### config.mk
export PLATFORM = sky130hd
export DESIGN_NAME = program_sequencer
export DESIGN_NICKNAME = d
export VERILOG_FILES = /design/src/rtl/program_sequencer.sv
export SDC_FILE = /design/constraint.sdc
export NUM_CORES = 1
export LEC_CHECK = 0
export ABC_AREA = 1
export CAP_MARGIN = 20
export CORE_ASPECT_RATIO = 1.75
export CORE_UTILIZATION = 47
export DETAILED_ROUTE_END_ITERATION = 6
export PLACE_DENSITY_LB_ADDON = 0.12
export SYNTH_ARGS = -nofsm -noshare
export SYNTH_HDL_FRONTEND = slang
export SYNTH_SLANG_ARGS = --single-unit
### constraint.sdc
create_clock -name clk -period 2.5 [get_ports clk]
set_input_delay 0.5 -clock clk [delete_from_list [all_inputs] [get_ports clk]]
set_output_delay 0.5 -clock clk [all_outputs]
set_load 0.05 [all_outputs]
### src/rtl/program_sequencer.sv
// program_sequencer: fetch-side controller for the 16-bit CPU instruction memory.
// Maps a program-select command to a slot base address and walks the fetch
// address until the program's terminal OUT instruction. It then drains the
// pipeline with NOPs and signals completion. A fetch-count watchdog aborts
// programs that never reach a terminal instruction.
// Optional feature macro: SEQ_STEP_EN (single-step mode gated by 'step').
//
// state  | meaning
// -------+---------------------------------------------------------------
// IDLE   | waiting for a program-select command (cmd_ready=1)
// LOAD   | pipeline flush, fetch address loaded with the slot base
// FETCH  | fetching sequentially, watching for terminal opcode / watchdog
// DRAIN  | PC frozen, NOPs injected to empty the pipeline
// DONE   | one-cycle completion pulse, then back to IDLE

module program_sequencer #(
    parameter int PC_W         = 16,
    parameter int SLOT_STRIDE  = 100,
    parameter int NUM_SLOTS    = 9,
    parameter int DRAIN_CYCLES = 3,
    parameter int MAX_LEN      = 32
) (
    input  logic            clk,
    input  logic            reset_n,
    input  logic            cmd_valid,
    input  logic [3:0]      cmd_sel,
    output logic            cmd_ready,
    input  logic [15:0]     M_instruction,
    output logic [PC_W-1:0] PCAdd_pc,
    output logic            run,
    output logic            flush,
    output logic            nop_inject,
    output logic            busy,
    output logic            done_pulse,
    output logic            err_pulse,
    output logic [1:0]      err_code,
    input  logic            step
);

    localparam int CNT_W = $clog2(MAX_LEN + 1);
    localparam int DRN_W = (DRAIN_CYCLES > 1) ? $clog2(DRAIN_CYCLES + 1) : 1;

    localparam logic [CNT_W-1:0] WD_LAST  = CNT_W'(MAX_LEN - 1);
    localparam logic [DRN_W-1:0] DRN_INIT = DRN_W'(DRAIN_CYCLES);
    localparam logic [3:0]       SEL_MAX  = 4'(NUM_SLOTS);

    localparam logic [1:0] ERR_NONE = 2'b00;
    localparam logic [1:0] ERR_SEL  = 2'b01;
    localparam logic [1:0] ERR_WDOG = 2'b10;

    typedef enum logic [2:0] {
        S_IDLE,
        S_LOAD,
        S_FETCH,
        S_DRAIN,
        S_DONE
    } state_t;

    state_t           state;
    logic [PC_W-1:0]  base;
    logic [CNT_W-1:0] fetch_cnt;
    logic [DRN_W-1:0] drain_cnt;
    logic             run_r;
    logic             nop_r;
    logic             adv;
    logic             terminal;
    logic             sel_ok;
    logic             unused_inputs;

    assign terminal = (M_instruction[15:12] == 4'b0001);
    assign sel_ok   = (cmd_sel != 4'd0) && (cmd_sel <= SEL_MAX);

    // Only the opcode nibble matters here; step is consumed only in step mode.
    assign unused_inputs = ^{step, M_instruction[11:0]};

`ifdef SEQ_STEP_EN
    // Single-step: fetch progress and the fetch/NOP strobes follow 'step'.
    assign adv        = step;
    assign run        = run_r & step;
    assign nop_inject = nop_r & step;
`else
    assign adv        = 1'b1;
    assign run        = run_r;
    assign nop_inject = nop_r;
`endif

    // Handshake and status decoded from the registered state.
    assign cmd_ready = (state == S_IDLE);
    assign busy      = (state != S_IDLE);

    // Sequencer FSM with registered strobes aligned to the state they describe.
    always_ff @(posedge clk or negedge reset_n) begin
        if (!reset_n) begin
            state      <= S_IDLE;
            base       <= '0;
            PCAdd_pc   <= '0;
            fetch_cnt  <= '0;
            drain_cnt  <= '0;
            run_r      <= 1'b0;
            nop_r      <= 1'b0;
            flush      <= 1'b0;
            done_pulse <= 1'b0;
            err_pulse  <= 1'b0;
            err_code   <= ERR_NONE;
        end else begin
            flush      <= 1'b0;
            done_pulse <= 1'b0;
            err_pulse  <= 1'b0;
            case (state)
                S_IDLE: begin
                    if (cmd_valid) begin
                        if (sel_ok) begin
                            base     <= PC_W'(32'(cmd_sel) * SLOT_STRIDE);
                            err_code <= ERR_NONE;
                            flush    <= 1'b1;
                            state    <= S_LOAD;
                        end else begin
                            err_pulse <= 1'b1;
                            err_code  <= ERR_SEL;
                        end
                    end
                end
                S_LOAD: begin
                    PCAdd_pc  <= base;
                    fetch_cnt <= '0;
                    run_r     <= 1'b1;
                    state     <= S_FETCH;
                end
                S_FETCH: begin
                    if (adv) begin
                        PCAdd_pc  <= PCAdd_pc + 1'b1;
                        fetch_cnt <= fetch_cnt + 1'b1;
                        // Terminal has priority over the watchdog on the last allowed fetch.
                        if (terminal) begin
                            if (DRAIN_CYCLES == 0) begin
                                run_r      <= 1'b0;
                                done_pulse <= 1'b1;
                                state      <= S_DONE;
                            end else begin
                                drain_cnt <= DRN_INIT;
                                nop_r     <= 1'b1;
                                state     <= S_DRAIN;
                            end
                        end else if (fetch_cnt == WD_LAST) begin
                            run_r     <= 1'b0;
                            err_pulse <= 1'b1;
                            err_code  <= ERR_WDOG;
                            flush     <= 1'b1;
                            state     <= S_IDLE;
                        end
                    end
                end
                S_DRAIN: begin
                    if (adv) begin
                        drain_cnt <= drain_cnt - 1'b1;
                        if (drain_cnt == DRN_W'(1)) begin
                            run_r      <= 1'b0;
                            nop_r      <= 1'b0;
                            done_pulse <= 1'b1;
                            state      <= S_DONE;
                        end
                    end
                end
                S_DONE: begin
                    state <= S_IDLE;
                end
                default: begin
                    run_r <= 1'b0;
                    nop_r <= 1'b0;
                    state <= S_IDLE;
                end
            endcase
        end
    end

endmodule

Figure 1. I/O nets highlighted.
Drawn at 4 px/micron.
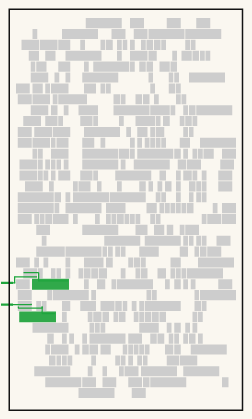
[`err_code`] green | bits: 2 | direction: output | end cells: 2 | buffers: 2 | wire: 37.4 microns

Figure 2. Placed standard cells.
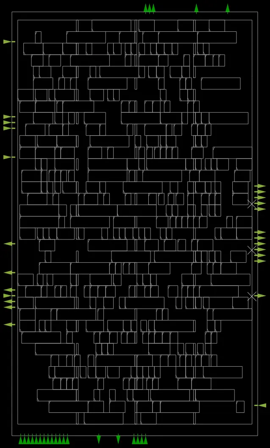
flip-flops: 43
Tap Cells: 55
Core ar.: 5260 sq um
Finished Layout Cells: 436
Finished Core Util: 59.0%

==> impl_metrics.yaml <==
# physical design summary
status:
  status: "complete, but fails checks"
  failed_checks: "DRC"
routing:
  drc: 3
  drt-wirelength-per-cell_microns: 12.3
  routed_via_density: 5.07
  wl_met3_microns: 168
  dr.max_layer_used: "met4"
logic_synthesis:
  syn-cell-area_sq_um: 2570
  synth_nets: 377
  yosys.area.top_type: "dfrtp_1"
  ys_area_sq_um: 2570
  mux_area_share_pct: 0
  synth_cells: 335
  edf_count: 0
  synth.cellmix.adderShare_pct: 9.05
  ys_seq_share_pct: 41.8
  synthSimpleGateAreaFrac_pct: 31.0
  ys_sh_xor_pct: 1.36
  synth.comb.largest_family: "simple AND/OR/NAND/NOR gates"
  synthTopCellsByCount: "nand2_1 (112), dfrtp_1 (43), inv_1 (41)"
final_timing:
  slew_headroom_pct: 62.0
  finalHoldViolations: 0
  final-setup-viol-count: 0
  setup_ws_ps: 110
  max_freq_mhz: 418
  rsz0062_at_grt: "no"
  finalCritPeriodShare_pct: 95.6
  min_period_ps: 2390
  finalSetupTns_ps: 0
worst_setup_path:
  cp-start-kind: "flip-flop"
  cp_top_family: "buffers and inverters"
  end_kind: "output pin"
  slowest_stage: "clkdlybuf4s50_1"
  cp.depth: 4
  cp-startpoint: "state[0]"
  slowest_delay_ps: 810
layout:
  stdcell_area_sq_um: 3100
  drive_above_1_share_pct: 9.97
  nonClkBufAreaFrac_pct: 12.8
  n_antenna_cell: 0
  num-multi-input-gates: 242
  largestRegisters: "PCAdd_pc: 16 flops, base: 9 flops, fetch_cnt: 6 flops"
  clk_share_pct: 3.23
  fill_cells: 488
  area_delta_synth_final_pct: 20.7
  comb_share_pct: 41.5
  final_common_cell: "nand2_1"
  largest_reg_flops: 16
clocking:
  clkSinkCount: 43
  h-tree-depth: 2
  cts.root.buffer_cell: "clkbuf_8"
  cts_setup_buffers: 0
run:
  warnings: 45
floorplan:
  io_pins: 49
  fp-utilization_pct: 48.9
  die_w_microns: 57.9
  chipHeight_microns: 99.8
global_routing:
  grt_max_degree: 26
  overflow: 0
  use_met3_pct: 3.48
  grt_busiest_layer: "met2"
  grt_use_met2_pct: 36.1
pwr:
  combPwrFrac_pct: 50.9
  seqPwrFrac_pct: 34.8
  power_density_nw_per_um2: 1080
  p_comb_mw: 1.70
  finalPower_mw: 3.34
  p_int_mw: 1.76
  clockNetworkPower_uw: 478
  ir_drop_mv: 0.848
  clock_power_share_pct: 14.3
place:
  post_dp_cell_area_sq_um: 3000
  dpl.hpwl_mm: 4.13
  placed_cells: 428
min_path:
  hold_path_class: "input port to async pin"
Power figures rest on the tool's default switching activity, not on a simulated workload.
